[config.mk]
export PLATFORM = sky130hd
export DESIGN_NAME = pwm_gen
export DESIGN_NICKNAME = d
export VERILOG_FILES = /design/src/rtl/pwm_gen.sv
export SDC_FILE = /design/constraint.sdc
export NUM_CORES = 1
export LEC_CHECK = 0
export ABC_CLOCK_PERIOD_IN_PS = 5400
export CORE_ASPECT_RATIO = 1.75
export CORE_MARGIN = 8
export CORE_UTILIZATION = 54
export CTS_CLUSTER_SIZE = 20
export DETAILED_ROUTE_END_ITERATION = 10
export PLACE_DENSITY = 0.88
export SYNTH_ARGS = -nofsm -noshare
export SYNTH_HDL_FRONTEND = slang
export SYNTH_SLANG_ARGS = --single-unit
[constraint.sdc]
create_clock -name clk -period 5.4 [get_ports clk]
set_input_delay 1.08 -clock clk [delete_from_list [all_inputs] [get_ports clk]]
set_output_delay 1.08 -clock clk [all_outputs]
set_load 0.005 [all_outputs]
[src/rtl/pwm_gen.sv]
// PWM generator: IDLE/RUN/STOP/BRAKE FSM, free-running period counter, duty latched per period.
// Define PWM_SLEW_EN to limit the per-period duty change to SLEW_STEP.
module pwm_gen #(
  parameter int CNT_W     = 11,
  parameter int SLEW_STEP = 64
) (
  input  logic             clk,
  input  logic             rst_n,
  input  logic             en,
  input  logic             brake,
  input  logic [CNT_W-1:0] duty,
  output logic             pwm_high,
  output logic             pwm_low,
  output logic             pwm_synch,
  output logic [CNT_W-1:0] duty_active,
  output logic             running
);

  typedef enum logic [1:0] {IDLE, RUN, STOP, BRAKE} state_t;

  localparam logic [CNT_W-1:0] CNT_MAX = {CNT_W{1'b1}};

  state_t           state, nextState;
  logic [CNT_W-1:0] cnt, nextCnt, nextDuty, loadDuty;
  logic             nextRun, nextHigh, nextLow, nextSynch;

`ifdef PWM_SLEW_EN
  localparam logic [CNT_W-1:0] STEP = CNT_W'(SLEW_STEP);

  // Move toward duty by at most STEP; the compare-before-add keeps it from wrapping.
  always_comb begin
    loadDuty = duty;
    if (duty > duty_active) begin
      if (duty - duty_active > STEP) loadDuty = duty_active + STEP;
    end else if (duty_active - duty > STEP) begin
      loadDuty = duty_active - STEP;
    end
  end
`else
  assign loadDuty = duty;
`endif

  always_comb begin
    nextState = state;
    nextCnt   = cnt;
    case (state)
      IDLE: begin
        if (en) nextState = RUN;
        nextCnt = '0;
      end
      RUN: begin
        nextState = en ? RUN : STOP;
        nextCnt   = cnt + CNT_W'(1);
      end
      STOP: begin
        nextCnt = cnt + CNT_W'(1);
        if (en) begin
          nextState = RUN;
        end else if (cnt == CNT_MAX) begin
          nextState = IDLE;
          nextCnt   = '0;
        end
      end
      default: begin
        nextState = IDLE;
        nextCnt   = '0;
      end
    endcase
    if (brake) begin
      nextState = BRAKE;
      nextCnt   = '0;
    end
  end

  // Outputs are computed from next-cycle state so the registered values line up with cnt.
  always_comb begin
    nextRun   = (nextState == RUN) || (nextState == STOP);
    nextDuty  = '0;
    if (nextRun) nextDuty = (nextCnt == '0) ? loadDuty : duty_active;
    nextHigh  = nextRun && (nextCnt < nextDuty);
    nextLow   = (nextState == BRAKE) || (nextRun && !nextHigh);
    nextSynch = nextRun && (nextCnt == '0);
  end

  always_ff @(posedge clk or negedge rst_n) begin
    if (!rst_n) begin
      state       <= IDLE;
      cnt         <= '0;
      duty_active <= '0;
      pwm_high    <= 1'b0;
      pwm_low     <= 1'b0;
      pwm_synch   <= 1'b0;
      running     <= 1'b0;
    end else begin
      state       <= nextState;
      cnt         <= nextCnt;
      duty_active <= nextDuty;
      pwm_high    <= nextHigh;
      pwm_low     <= nextLow;
      pwm_synch   <= nextSynch;
      running     <= nextRun;
    end
  end

endmodule

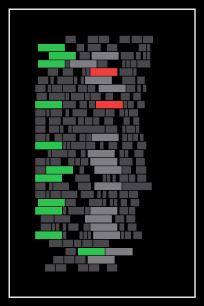
*Sequential cells coloured by netlist name*
Scale: 3 px per µm.
Red stands for `state`, placed flops 2. Green stands for `duty_active`, placed flops 11.
Reg area: 701 µm²
P_seq: 245 µW
flop share of the area: 30.4%
Final Util: 64.8%

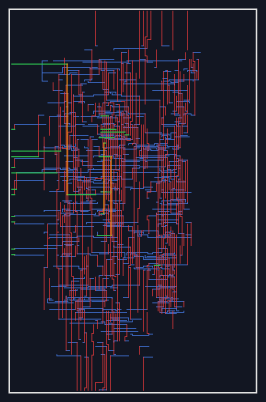
*Signal wires by layer*
Scale: 4 px per µm.
Blue stands for met1, wire length 1560 µm. Green stands for met3, wire length 84.4 µm. Red stands for met2, wire length 2460 µm. Orange stands for met4, wire length 70.0 µm.
Vias: 1521
WL per Instance: 15.7 µm

==> deck_impl_summary.md <==
Physical Implementation Snapshot

Route
  – DR top layer: met4
  – DRC violations left: 0
  – Wl on met1: ~1600 µm
  – Initial DRC Count: about 44
  – Drt first pass iters: 4
  – Drt total wl: about 4200 µm
  – Met3 WL: approximately 84 µm

Pwr
  – Power in the clock group: ~160 µW
  – Total Power: slightly below 600 µW
  – Combinational power: roughly 180 µW
  – Internal Pwr Total: 428 µW
  – Clock power frac: about 28%
  – Combinational share of power: between 30% and 40%
  – Sw Pwr: between 150 and 200 µW
  – Sw Ratio: around 27%
  – Flop pwr share: a little over two fifths
  – Peak supply drop: between 0.15 and 0.2 mV

Floorplanning
  – Die width: 61.4 µm
  – Initial Utilization: 54.8%
  – Rows: 29

Clock tree
  – Cts repair resizes: 0
  – Clk sinks: 28
  – CTS tree: built
  – Worst-Skew Late Latency: approximately 0.27 ns
  – Postcts setup bufs: 0
  – Hold Buf Count CTS: 0

Logic synthesis
  – Synth flops: 28
  – Yosys Instances: 196
  – Area share, top type: a little over a third
  – Mapped Area: around 0.0019 mm²
  – Simple-Gate Area Share: a little under a fifth
  – Syn. warnings: 0
  – Area leader, netlist: dfrtp_1
  – EDFF count, synth: 0
  – Aoi share: between 10% and 20%

Cells and area
  – # clk buffers: 3
  – Design area: ~0.0023 mm²
  – Most common logic cells in the final layout: 30 x nand2_1, 29 x clkdlybuf4s50_1, 28 x dfrtp_1, 18 x nor2_1, 16 x ha_1
  – Flop count: 28
  – Diodes inserted: 0
  – Non-clock buffer share: 13.2%
  – Number of non-clock inverters: 3
  – Layout Nets: ~250

Setup path
  – Startpoint Class: flop
  – Req. time, crit path: about 5.6 ns
  – Crit path top cell by count: ha_1
  – Worst-path cell chain: ha_1, nand3_1, nor3_2, a21boi_0, o21a_1, o21ai_0, nand2b_1, ha_1, nand2_1, mux2_4, ha_1, a211oi_1, a311oi_1, a2111oi_0, nand2b_1, o32a_1
  – CP Max Fanout: 20
  – Arr. time, crit path: slightly above 5 ns

STA
  – Final-report setup violation count: 0
  – Fin. Hold Viols: 0
  – Unrepaired setup endpoints after global routing: no
  – Slew @ Worst Pin: approximately 0.76 ns
  – Worst rel slew slack: 47.8%

GRT
  – First-pass GRT wire length: around 7000 µm
  – Largest net degree at the start of global routing: 29
  – Initial antenna violation count: 0
  – Busiest grt layer: met2

Min path
  – HP Class: reg -> reg

Placed design
  – Final GP Congestion: 0.907

Run status
  – Status: finished, final reports clean
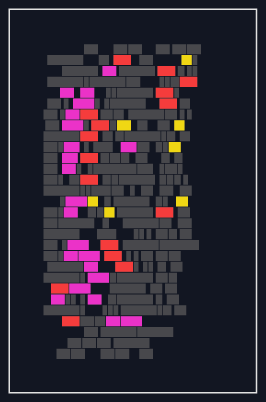
*Selected gate families*
Scale: 4 px per µm.
Magenta stands for multiplexers, cells 22. Yellow stands for AND-OR and OR-AND gates, cells 7. Red stands for adder and majority cells, cells 16.
dominant logic cell type in the layout: nand2_1
logic share of the area: 50.3%
Post-Layout Cell Count: 265

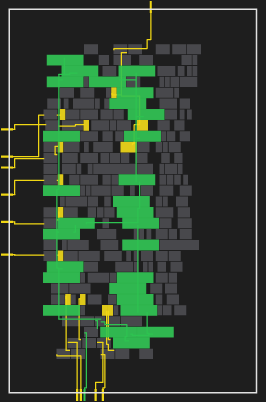
*Wires at chosen ports, followed through buffers*
Scale: 4 px per µm.
Green stands for `rst_n`, bits 1, direction input, edge bottom, end cells 28, buffers 2, wire 209 µm. Yellow stands for `duty`, bits 11, direction input, edge 6 left, 4 bottom, 1 top, end cells 13, buffers 11, wire 235 µm.
I/O Pins: 30
port buffer count: 29

worst max-delay path, delay by kind of cell, from the launching register on:
family / cells / cell delay (ns)
AND-OR/OR-AND: 7 / 1.94
adder cells (fa/ha/maj): 3 / 1.36
AND/OR/NAND/NOR: 5 / 0.73
flip-flops: 1 / 0.50
multiplexers: 1 / 0.29
flip-flops by register name, indices dropped and copies added, names as in the netlist:
register,cells
state,2
duty_active,11
running,1
cnt,11
pwm_synch,1
pwm_low,1
pwm_high,1
worst paths after layout:
kind / startpoint / endpoint / slack [ns] / depth (start not counted)
worst min register to register: duty_active[10] / duty_active[10] / 0.57 / 2
max in group asynchronous: rst_n / cnt[9] / 3.97 / 2
worst max register to register: cnt[0] / pwm_low / 0.46 / 16
min in group asynchronous: rst_n / pwm_synch / 1.17 / 2
worst max-delay path: cnt[0] / pwm_low / 0.46 / 16
worst min-delay path: duty_active[10] / duty_active[10] / 0.57 / 2
cell usage after synthesis (2+ instances only):
library cell  instances
nand2_1              30
dfrtp_1              28
nor2_1               18
ha_1                 16
mux2i_1              11
mux2_4                8
xnor2_1               6
xor2_1                6
nand3_1               5
nand4_1               5
buf_4                 4
a21oi_1               3
clkbuf_1              3
inv_1                 3
mux2_2                3
o21a_1                3
o21ai_0               3
a211oi_1              2
a21boi_0              2
a311oi_1              2
and2_1                2
buf_2                 2
buf_6                 2
nand2b_1              2
nor3_1                2
o2111ai_1             2
or3_1                 2
through the flow:
| step | util, % | setup WS (ns) | hold slack, ns |
|---|---|---|---|
| after floorplan | - | 1.05 | 0.512 |
| after global placement | 62.8 | 0.433 | 0.549 |
| after detailed placement | 62.8 | 0.279 | 0.556 |
| after CTS | 64.8 | 0.540 | 0.577 |
| after global routing | 64.8 | 0.108 | 0.593 |
| final | 64.8 | 0.463 | 0.575 |
Power figures rest on the tool's default switching activity, not on a simulated workload.
